[src/rtl/cpu_run_ctrl_pkg.sv]
// Shared types and helpers for the KLP32V1 run/step controller.
// Provides the controller state encoding and the divider width helper.
package cpu_ctrl_pkg;

    typedef enum logic [1:0] {
        IDLE  = 2'd0,
        RUN   = 2'd1,
        STEP  = 2'd2,
        BREAK = 2'd3
    } run_state_t;

    // Bits needed to count 0..(clk_hz/step_hz)-1.
    function automatic int div_width(int clk_hz, int step_hz);
        return $clog2(clk_hz / step_hz);
    endfunction

endpackage

[src/rtl/cpu_run_ctrl_debounce.sv]
// Button synchroniser and debouncer with a rising-edge event output.
// Ports: clk, reset (sync, active-high), i_btn (raw), o_level (accepted
// level), o_rise (one-cycle pulse on an accepted 0->1 transition).
module btn_debounce #(
    parameter int DEBOUNCE_CYCLES = 1_000_000
) (
    input  logic clk,
    input  logic reset,
    input  logic i_btn,
    output logic o_level,
    output logic o_rise
);

    localparam int CW =
        (DEBOUNCE_CYCLES > 1) ? $clog2(DEBOUNCE_CYCLES) : 1;

    logic          s1;
    logic          sync;
    logic [CW-1:0] cnt;
    logic          differ;
    logic          settle;

    assign differ = (sync != o_level);
    // The level is taken once it has differed for DEBOUNCE_CYCLES samples.
    assign settle = differ && (cnt == CW'(DEBOUNCE_CYCLES - 1));

    always_ff @(posedge clk) begin
        if (reset) begin
            s1      <= 1'b0;
            sync    <= 1'b0;
            cnt     <= '0;
            o_level <= 1'b0;
            o_rise  <= 1'b0;
        end else begin
            s1     <= i_btn;
            sync   <= s1;
            o_rise <= settle && sync;
            if (settle) begin
                o_level <= sync;
                cnt     <= '0;
            end else if (differ) begin
                cnt <= cnt + 1'b1;
            end else begin
                cnt <= '0;
            end
        end
    end

endmodule

[src/rtl/cpu_run_ctrl.sv]
// Run/step/breakpoint sequencer producing the core instruction enable.
// Ports: clk, reset, i_run_sw, i_step_btn, i_bp_en, i_bp_addr, i_pcOut in;
// o_cpu_ce, o_state, o_halted, o_inst_count out (all registered).
module cpu_run_ctrl
    import cpu_ctrl_pkg::*;
#(
    parameter int CLK_HZ          = 50_000_000,
    parameter int STEP_HZ         = 1,
    parameter int DEBOUNCE_CYCLES = 1_000_000
) (
    input  logic        clk,
    input  logic        reset,
    input  logic        i_run_sw,
    input  logic        i_step_btn,
    input  logic        i_bp_en,
    input  logic [31:0] i_bp_addr,
    input  logic [31:0] i_pcOut,
    output logic        o_cpu_ce,
    output logic [1:0]  o_state,
    output logic        o_halted,
    output logic [31:0] o_inst_count
);

    localparam int DIV = CLK_HZ / STEP_HZ;
    localparam int DW  = div_width(CLK_HZ, STEP_HZ);

    run_state_t    state_q;
    run_state_t    state_d;
    logic [DW-1:0] div_q;
    logic [DW-1:0] div_d;
    logic          ce_q;
    logic          ce_d;
    logic          skip_q;
    logic          skip_d;
    logic          halted_q;
    logic          run_prev;
    logic [31:0]   count_q;
    logic          step_evt;
    logic          step_level;
    logic          tick;
    logic          bp_hit;

    btn_debounce #(
        .DEBOUNCE_CYCLES(DEBOUNCE_CYCLES)
    ) u_step_db (
        .clk    (clk),
        .reset  (reset),
        .i_btn  (i_step_btn),
        .o_level(step_level),
        .o_rise (step_evt)
    );

    assign tick   = (state_q == RUN) && (div_q == DW'(DIV - 1));
    // skip_bp lets a run that starts on the breakpoint PC retire it once.
    assign bp_hit = i_bp_en && (i_pcOut == i_bp_addr) && !skip_q;

    always_comb begin
        state_d = state_q;
        ce_d    = 1'b0;
        skip_d  = skip_q;
        div_d   = '0;
        unique case (state_q)
            IDLE: begin
                if (i_run_sw) begin
                    state_d = RUN;
                    skip_d  = 1'b1;
                end else if (step_evt) begin
                    state_d = STEP;
                end
            end
            RUN: begin
                if (!i_run_sw) begin
                    state_d = IDLE;
                end else if (tick) begin
                    if (bp_hit) begin
                        state_d = BREAK;
                    end else begin
                        ce_d   = 1'b1;
                        skip_d = 1'b0;
                    end
                end else begin
                    div_d = div_q + 1'b1;
                end
            end
            STEP: begin
                ce_d    = 1'b1;
                state_d = IDLE;
            end
            BREAK: begin
                if (step_evt) begin
                    state_d = STEP;
                end else if (run_prev && !i_run_sw) begin
                    state_d = IDLE;
                end
            end
            default: state_d = IDLE;
        endcase
    end

    always_ff @(posedge clk) begin
        if (reset) begin
            state_q  <= IDLE;
            div_q    <= '0;
            ce_q     <= 1'b0;
            skip_q   <= 1'b0;
            halted_q <= 1'b1;
            run_prev <= 1'b0;
            count_q  <= '0;
        end else begin
            state_q  <= state_d;
            div_q    <= div_d;
            ce_q     <= ce_d;
            skip_q   <= skip_d;
            halted_q <= (state_d == IDLE) || (state_d == BREAK);
            run_prev <= i_run_sw;
            if (ce_q) begin
                count_q <= count_q + 32'd1;
            end
        end
    end

    assign o_cpu_ce     = ce_q;
    assign o_state      = state_q;
    assign o_halted     = halted_q;
    assign o_inst_count = count_q;

endmodule

[config.mk]
export PLATFORM = sky130hd
export DESIGN_NAME = cpu_run_ctrl
export DESIGN_NICKNAME = d
export VERILOG_FILES = /design/src/rtl/cpu_run_ctrl_pkg.sv /design/src/rtl/cpu_run_ctrl_debounce.sv /design/src/rtl/cpu_run_ctrl.sv
export SDC_FILE = /design/constraint.sdc
export NUM_CORES = 1
export LEC_CHECK = 0
export ABC_AREA = 1
export CELL_PAD_IN_SITES_DETAIL_PLACEMENT = 1
export CELL_PAD_IN_SITES_GLOBAL_PLACEMENT = 2
export CORE_MARGIN = 1
export CORE_UTILIZATION = 28
export DETAILED_ROUTE_END_ITERATION = 8
export GPL_TIMING_DRIVEN = 0
export PLACE_DENSITY = 0.91
export RECOVER_POWER = 50
export SYNTH_ARGS = -nofsm -noshare
export SYNTH_HDL_FRONTEND = slang
export SYNTH_SLANG_ARGS = --single-unit
[constraint.sdc]
create_clock -name clk -period 2.1 [get_ports clk]
set_input_delay 0.42 -clock clk [delete_from_list [all_inputs] [get_ports clk]]
set_output_delay 0.42 -clock clk [all_outputs]
set_load 0.005 [all_outputs]
**Power grid**

Bar = 50 um. Pins as bars on the die edge. Tap cells in grey.
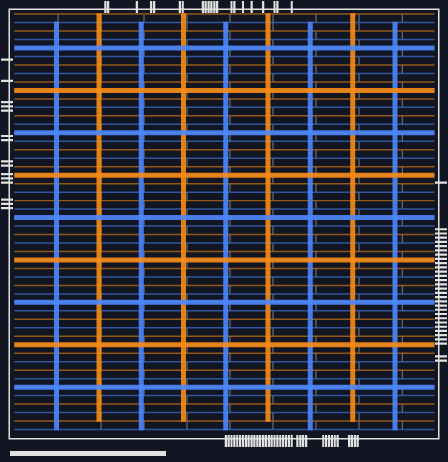
VSS -> blue
VDD -> orange
met1 rails = 50
rows = 49
die y size: 137 um
Die W: 137 um
Max rail drop VDD: 0.524 mV

**Placement by cell class**

Bar = 50 um.
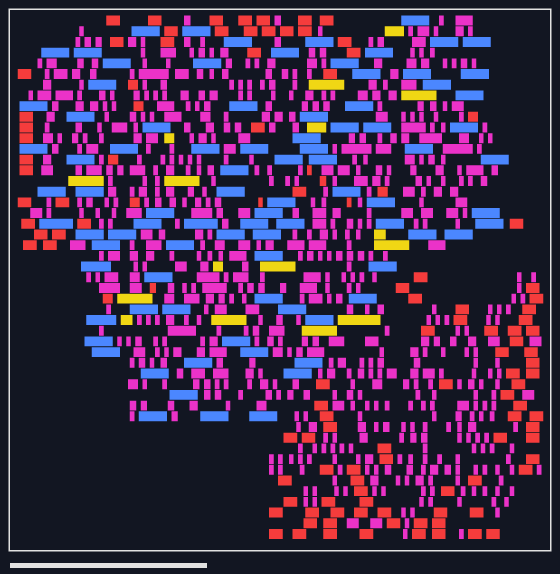
flip-flops -> blue  # cells 88, share of their area 27%
all other logic -> magenta  # cells 654, share of their area 52%
other buffers and delay cells -> red  # cells 116, share of their area 17%
clock drivers and dummy loads -> yellow  # cells 16, share of their area 4.8%

**Clock network drawn from the DEF**

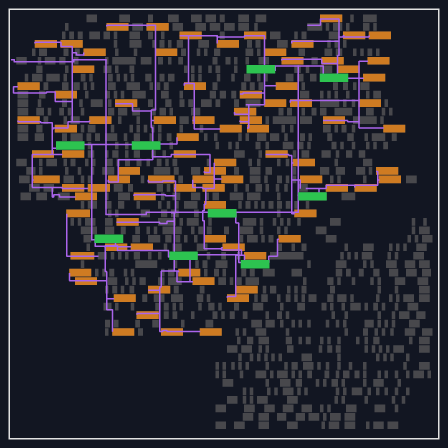
flip-flops -> orange  # count 88
cells driving clock nets -> green  # count 9
clock wires -> purple  # length 1300 um
routed clock nets = 10

**Routed metal, one colour a layer**

Bar = 50 um. Only two layers are drawn.
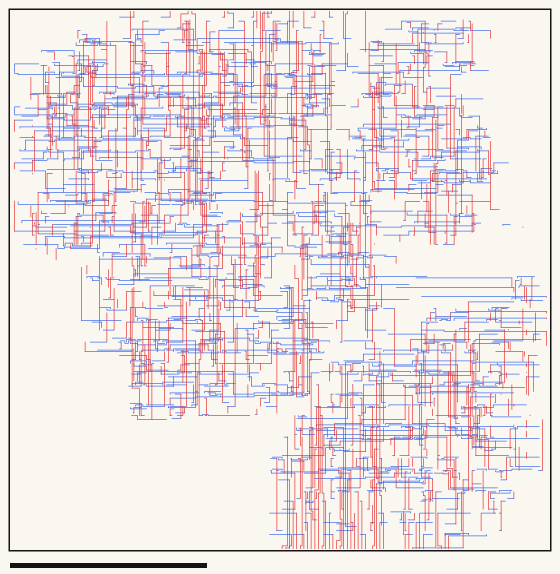
met1 -> blue  # wire length 7070 um
met2 -> red  # wire length 6750 um

==> out/summary.txt <==
Status - finished clean
Largest net degree at the start of global routing - 16
Main power group - the clock network
IO Port Bufs - 104
Most frequent cells in the layout - nand2_1, inv_1, clkdlybuf4s50_1, nor2_1, dfxtp_1
Cell area after synthesis - 0.00513 mm^2
Power in sequential cells - 1.68 mW
Max-cap violations - 0
F_max - 514 MHz
Family with the most delay on the worst path - simple AND/OR/NAND/NOR gates
Worst slack, placed - -0.169 ns
Clk cell area share - 4.57%
Critical Path Start - div_q[0]$_SDFF_PP0_
Leakage - 2.80 nW
Synth Seq Share - 34.4%
Final Setup Violations - 0
Clock buf count - 11
Worst-path clk slew - 0.07 ns
Hold WS - 0.407 ns
Initial core utilization - 28.5%
CTS tree - yes
Most numerous logic cell after layout - nand2_1
Reg2reg start - div_q[0]$_SDFF_PP0_
CP startpoint kind - flop
Ports - 105
Flop share of the area - 25.7%
CTS Hold Buffers Added - 0
Layout cells sized above 1 - 13.0%
Layout area overhead - 34.7%
HP Class - flop to flop
Hold path depth - 2
Comb area share - 41.8%
Basic Gates by Area - 39.4%
Vias/cell - 4.55
Final hold violation count - 0
Crit path top cell by count - nand3_2
Switching portion of total power - 23.9%
Adders+Majority by Area - 1.71%
PD cells - 546 mW/mm^2
Placed cell areas - 0.00645 mm^2
Gpl congestion - 0.772
Critical path depth - 14
Post-route cell area - 0.00690 mm^2
Top Layer Used - met4
Total Power - 3.77 mW
Setup_tns - 0 ns
Cell type with the largest total area - dfxtp_1
Post_cts resized - 0
CTS Buf Count - 9
Repair and plain buffers - 116
Clock sink count - 88
Xor+xnor area frac - 4.95%
Root Buffer - clkbuf_16
Slew @ Worst Pin - 0.622 ns
FILL cells - 2254
Max clock buf depth - 2
Post-route setup slack - 0.155 ns
Overall routing resource usage - 15.8%
Met3 Track Usage GR - 3.02%
Mux area share - 0%
N_taps - 229
Synthesis area per yosys - 0.00513 mm^2
Mapped Cells - 748
Met2 Track Usage GR - 27.1%
Critical Path AT - 2.16 ns
Congestion Overflow GR - 0
TritonRoute pass-1 iters - 4
Max FFs per register - 32
Hold Path Sink - u_step_db.sync$_SDFF_PP0_
Top Usage Layer GRT - met2
Die Area - 0.0189 mm^2
Seq cells post-synth - 88
Multi-input gates - 514
Switching power - 0.902 mW
Minimum clock period - 1.95 ns
Nets - 945
Worst Path Required - 2.31 ns
CP endpoint - o_halted$_SDFF_PP1_
Clock power frac - 45.4%
Internal power - 2.87 mW
Slowest cell on crit path - dfxtp_2
Max Slew Vio Count - 0
Comb pwr share - 10.0%
Placed insts - 1081
Antenna diode count - 0
Comb area - 0.00289 mm^2
Cell breakdown of the critical path - ha_2, nand2_2, nor2_4, nand2_4, nor3_4, nand3_2, nor2_4, nand3_2, nand2_1, nand2_1, nand2_1, nand2_2, nand3_2, nand3_2
Post-synthesis cell type count - 43
Row Count - 49
Power figures rest on the tool's default switching activity, not on a simulated workload.
